<file path="src/rtl/vga_pkg.sv">
// Shared raster constants and the coordinate type used by the timing generator,
// the movement controller and the pixel/sprite renderer.
package vga_pkg;

  localparam int H_DISP  = 800;
  localparam int H_FP    = 56;
  localparam int H_SYNC  = 120;
  localparam int H_BP    = 64;
  localparam int V_DISP  = 600;
  localparam int V_FP    = 37;
  localparam int V_SYNC  = 6;
  localparam int V_BP    = 23;

  localparam int H_TOTAL = H_DISP + H_FP + H_SYNC + H_BP;
  localparam int V_TOTAL = V_DISP + V_FP + V_SYNC + V_BP;

  localparam int COORD_W = 11;
  typedef logic [COORD_W-1:0] coord_t;

endpackage

</file>
<file path="src/rtl/vga_axis_timing.sv">
// One raster axis: a wrapping position counter plus display and sync region
// decode. The horizontal wrap drives the vertical instance's enable.
module vga_axis_timing
  import vga_pkg::*;
#(
  parameter int DISP = vga_pkg::H_DISP,
  parameter int FP   = vga_pkg::H_FP,
  parameter int SYNC = vga_pkg::H_SYNC,
  parameter int BP   = vga_pkg::H_BP
) (
  input  logic        clk,
  input  logic        reset_n,
  input  logic        i_en,
  output logic [10:0] o_cnt,
  output logic        o_wrap,
  output logic        o_disp,
  output logic        o_sync
);

  localparam int     TOTAL      = DISP + FP + SYNC + BP;
  localparam coord_t C_LAST     = coord_t'(TOTAL - 1);
  localparam coord_t C_DISP     = coord_t'(DISP);
  localparam coord_t C_SYNC_BEG = coord_t'(DISP + FP);
  // 12-bit end bound so a sync region ending exactly at 2048 still decodes.
  localparam logic [11:0] C_SYNC_END = 12'(DISP + FP + SYNC);

  coord_t r_cnt;
  logic   w_last;

  assign w_last = (r_cnt == C_LAST);
  assign o_wrap = i_en & w_last;
  assign o_cnt  = r_cnt;

  always_ff @(posedge clk or negedge reset_n) begin
    if (!reset_n) begin
      r_cnt <= '0;
    end else if (i_en) begin
      r_cnt <= w_last ? '0 : r_cnt + coord_t'(1);
    end
  end

  assign o_disp = (r_cnt < C_DISP);
  assign o_sync = (r_cnt >= C_SYNC_BEG) && ({1'b0, r_cnt} < C_SYNC_END);

endmodule

</file>
<file path="src/rtl/vga_timing.sv">
// Raster timing generator: coordinates, sync, blanking and SOF/EOF markers,
// all registered once from the counters so every output is mutually aligned.
module vga_timing
  import vga_pkg::*;
#(
  parameter int   H_DISP   = vga_pkg::H_DISP,
  parameter int   H_FP     = vga_pkg::H_FP,
  parameter int   H_SYNC   = vga_pkg::H_SYNC,
  parameter int   H_BP     = vga_pkg::H_BP,
  parameter int   V_DISP   = vga_pkg::V_DISP,
  parameter int   V_FP     = vga_pkg::V_FP,
  parameter int   V_SYNC   = vga_pkg::V_SYNC,
  parameter int   V_BP     = vga_pkg::V_BP,
  parameter logic SYNC_POL = 1'b1
) (
  input  logic        clk,
  input  logic        reset_n,
  output logic [10:0] spotX,
  output logic [10:0] spotY,
  output logic        blank,
  output logic        hs,
  output logic        vs,
  output logic        SOF,
  output logic        EOF
);

  localparam int     H_TOTAL_L = H_DISP + H_FP + H_SYNC + H_BP;
  localparam int     V_TOTAL_L = V_DISP + V_FP + V_SYNC + V_BP;
  localparam coord_t C_EOF_X   = coord_t'(H_DISP);
  localparam coord_t C_EOF_Y   = coord_t'(V_DISP - 1);

  if (H_TOTAL_L > 2048 || V_TOTAL_L > 2048) begin : g_bad_timing
    $error("vga_timing: H_TOTAL/V_TOTAL exceed the 11-bit coordinate range");
  end

  coord_t w_hcnt, w_vcnt;
  logic   w_hwrap, w_vwrap;
  logic   w_hdisp, w_vdisp, w_hsync, w_vsync;
  logic   r_at_origin;

  vga_axis_timing #(.DISP(H_DISP), .FP(H_FP), .SYNC(H_SYNC), .BP(H_BP)) u_h (
    .clk     (clk),
    .reset_n (reset_n),
    .i_en    (1'b1),
    .o_cnt   (w_hcnt),
    .o_wrap  (w_hwrap),
    .o_disp  (w_hdisp),
    .o_sync  (w_hsync)
  );

  vga_axis_timing #(.DISP(V_DISP), .FP(V_FP), .SYNC(V_SYNC), .BP(V_BP)) u_v (
    .clk     (clk),
    .reset_n (reset_n),
    .i_en    (w_hwrap),
    .o_cnt   (w_vcnt),
    .o_wrap  (w_vwrap),
    .o_disp  (w_vdisp),
    .o_sync  (w_vsync)
  );

  // Counters sit at (0,0) only straight out of reset or the cycle after a
  // frame wrap, so this flag tracks the origin without a 22-bit compare.
  always_ff @(posedge clk or negedge reset_n) begin
    if (!reset_n) begin
      r_at_origin <= 1'b1;
    end else begin
      r_at_origin <= w_vwrap;
    end
  end

  always_ff @(posedge clk or negedge reset_n) begin
    if (!reset_n) begin
      spotX <= '0;
      spotY <= '0;
      blank <= 1'b0;
      hs    <= ~SYNC_POL;
      vs    <= ~SYNC_POL;
      SOF   <= 1'b0;
      EOF   <= 1'b0;
    end else begin
      spotX <= w_hcnt;
      spotY <= w_vcnt;
      blank <= w_hdisp & w_vdisp;
      hs    <= w_hsync ? SYNC_POL : ~SYNC_POL;
      vs    <= w_vsync ? SYNC_POL : ~SYNC_POL;
      SOF   <= r_at_origin;
      EOF   <= (w_hcnt == C_EOF_X) && (w_vcnt == C_EOF_Y);
    end
  end

endmodule

</file>
<file path="config.mk">
export PLATFORM = sky130hd
export DESIGN_NAME = vga_timing
export DESIGN_NICKNAME = d
export VERILOG_FILES = /design/src/rtl/vga_pkg.sv /design/src/rtl/vga_axis_timing.sv /design/src/rtl/vga_timing.sv
export SDC_FILE = /design/constraint.sdc
export NUM_CORES = 1
export LEC_CHECK = 0
export ABC_AREA = 1
export ABC_CLOCK_PERIOD_IN_PS = 1550
export CAP_MARGIN = 20
export CORE_ASPECT_RATIO = 0.75
export CORE_MARGIN = 10
export CORE_UTILIZATION = 35
export DETAILED_ROUTE_END_ITERATION = 12
export PLACE_DENSITY = 0.58
export SLEW_MARGIN = 0
export SYNTH_ARGS = -nofsm -noshare
export SYNTH_HDL_FRONTEND = slang
export SYNTH_SLANG_ARGS = --single-unit
</file>
<file path="constraint.sdc">
create_clock -name clk -period 1.55 [get_ports clk]
set_clock_uncertainty 0.2 [all_clocks]
set_input_delay 0.31 -clock clk [delete_from_list [all_inputs] [get_ports clk]]
set_output_delay 0.31 -clock clk [all_outputs]
set_load 0.01 [all_outputs]
</file>
==> images/pinout.png <==
(4 px per µm) Pins as bars across the die edge, other pins in grey.
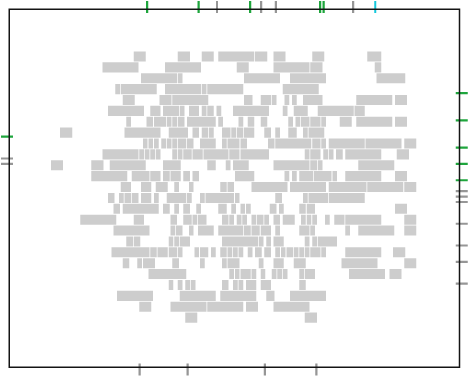
Cyan is `reset_n`, pins 1, direction input, edge top. Green is `spotX`, pins 11, direction output, edge 5 right, 5 top, 1 left.

==> images/layers.png <==
(4 px per µm) Only two layers are drawn.
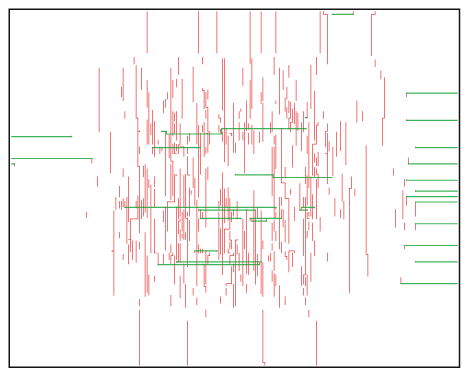
Green is M3, wire length 388 µm. Red is M2, wire length 2090 µm.

==> images/port_trees.png <==
(2 px per µm)
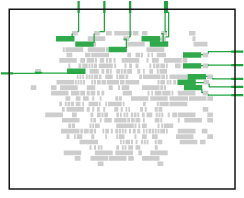
Green is `spotX`, bits 11, direction output, edge 5 right, 5 top, 1 left, end cells 11, wire 198 µm.

==> images/placed.png <==
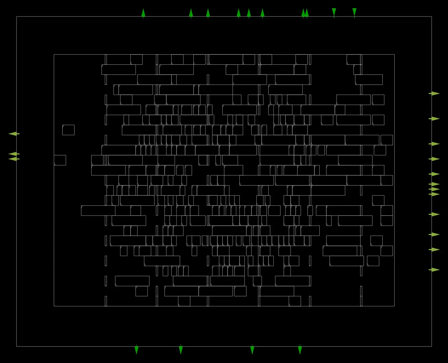
Layout fillers: 611
Row Count: 25
fin cells: 391
flop share of the area: 42.21%
fin util: 47.52%

==> impl_metrics.toml <==
# flow metrics
[power_and_ir_drop]
power_mw = 2.108
p_comb_mw = 0.0325
peakVddDrop_uv = 286.7
power_frac_seq_pct = 61.8
p_int_mw = 1.672
seq-power_mw = 1.30
swShare_pct = 20.71
powerDensity_mw_per_mm2 = 709.1
combPwrFrac_pct = 1.5
p_leak_nw = 1.611
clkPwrFrac_pct = 36.6

[routing]
drt_pass1_iterations = 4
final_antenna_net_count = 0
avgRoutedWirePerCell_um = 12.90
drt-met1-wl_um = 2518
wirelength_um = 5043
drc = 0

[final_layout]
antenna_cells = 0
num-multi-input-gates = 158
regArea_mm2 = 0.001255
syn2layout_area_growth_pct = 33.26
clkbuf_count = 7
ff_count = 50
buffers = 58
comb_share_pct = 30.01
fin_area_mm2 = 0.002973
layout_top_cells = "nand2_1 (49), dfrtp_1 (47), inv_1 (32)"
logic_area_um2 = 892.1

[hold_path]
worstHoldPathCells = 0
hold_path_end = "SOF$_DFF_PN0_"
hp-start = "r_at_origin$_DFF_PN1_"
hp-class = "register to register"

[worst_setup_path]
cp-startpoint = "u_h.o_cnt[1]$_DFF_PN0_"
reg2reg_slack_ns = 0.01
cp.required_ns = 1.57
path_common_cell = "nor2_8"
ff2ff_path_depth = 8
arrival_ns = 1.56
r2r_start = "u_h.o_cnt[1]$_DFF_PN0_"
path_cells = "ha_4 -> nand2_4 -> nor2_8 -> nand3_4 -> nor2_8 -> buf_12 -> nand3_1 -> o21ai_0"
path_depth = 8

[cts]
cts_setup_buffers = 0
root_buffer = "clkbuf_8"
cts_tree = "yes"
cts_resized = 31
clk_pin_slew_ns = 0.08

[place]
port_buffers = 28
place_ws_ns = -0.03809
place_area_mm2 = 0.002835
routabilityCongestion = 0.9016
place_hpwl_um = 3759
dp_cells = 382

[grt]
grt_overflow = 0
use_met2_pct = 14.49
gr-usage-all-layers_pct = 10.68
first_global_vias = 1735
grt_start_max_net_pins = 51
grt_pass1_wl_um = 8673

[final_timing]
finalCritPeriodShare_pct = 99.20
holdWs_ns = 0.1922
rsz0062_at_grt = "yes"
relSlewSlack_pct = 80.42
max_freq_ghz = 0.6504
slew_violations = 0
worstMarginPinSlew_ns = 0.2915
worst_slack_ns = 0.01240

[run]
drv_cap = 0

[floorplanning]
die_w_um = 112.2
die_area_mm2 = 0.01000

[yosys]
syn_nets = 252
yosys_warnings = 0
yosys-top-cells-count = "nand2_1 (50), dfrtp_1 (49), inv_1 (33)"
ys_sh_adder_pct = 2.243
synthesis.area_mm2 = 0.002231
ys_ff = 50
synthXorXnorAreaFrac_pct = 3.533
async_reset_ff_share_pct = 100.0
aoi_share_pct = 3.814
ys_chip_area_mm2 = 0.002231
ys_seq_share_pct = 56.14
area_leaders = "dfrtp_1 (55%), nand2_1 (8.4%), inv_1 (5.6%)"
synth-edff-count = 0

[status]
status = "completed"
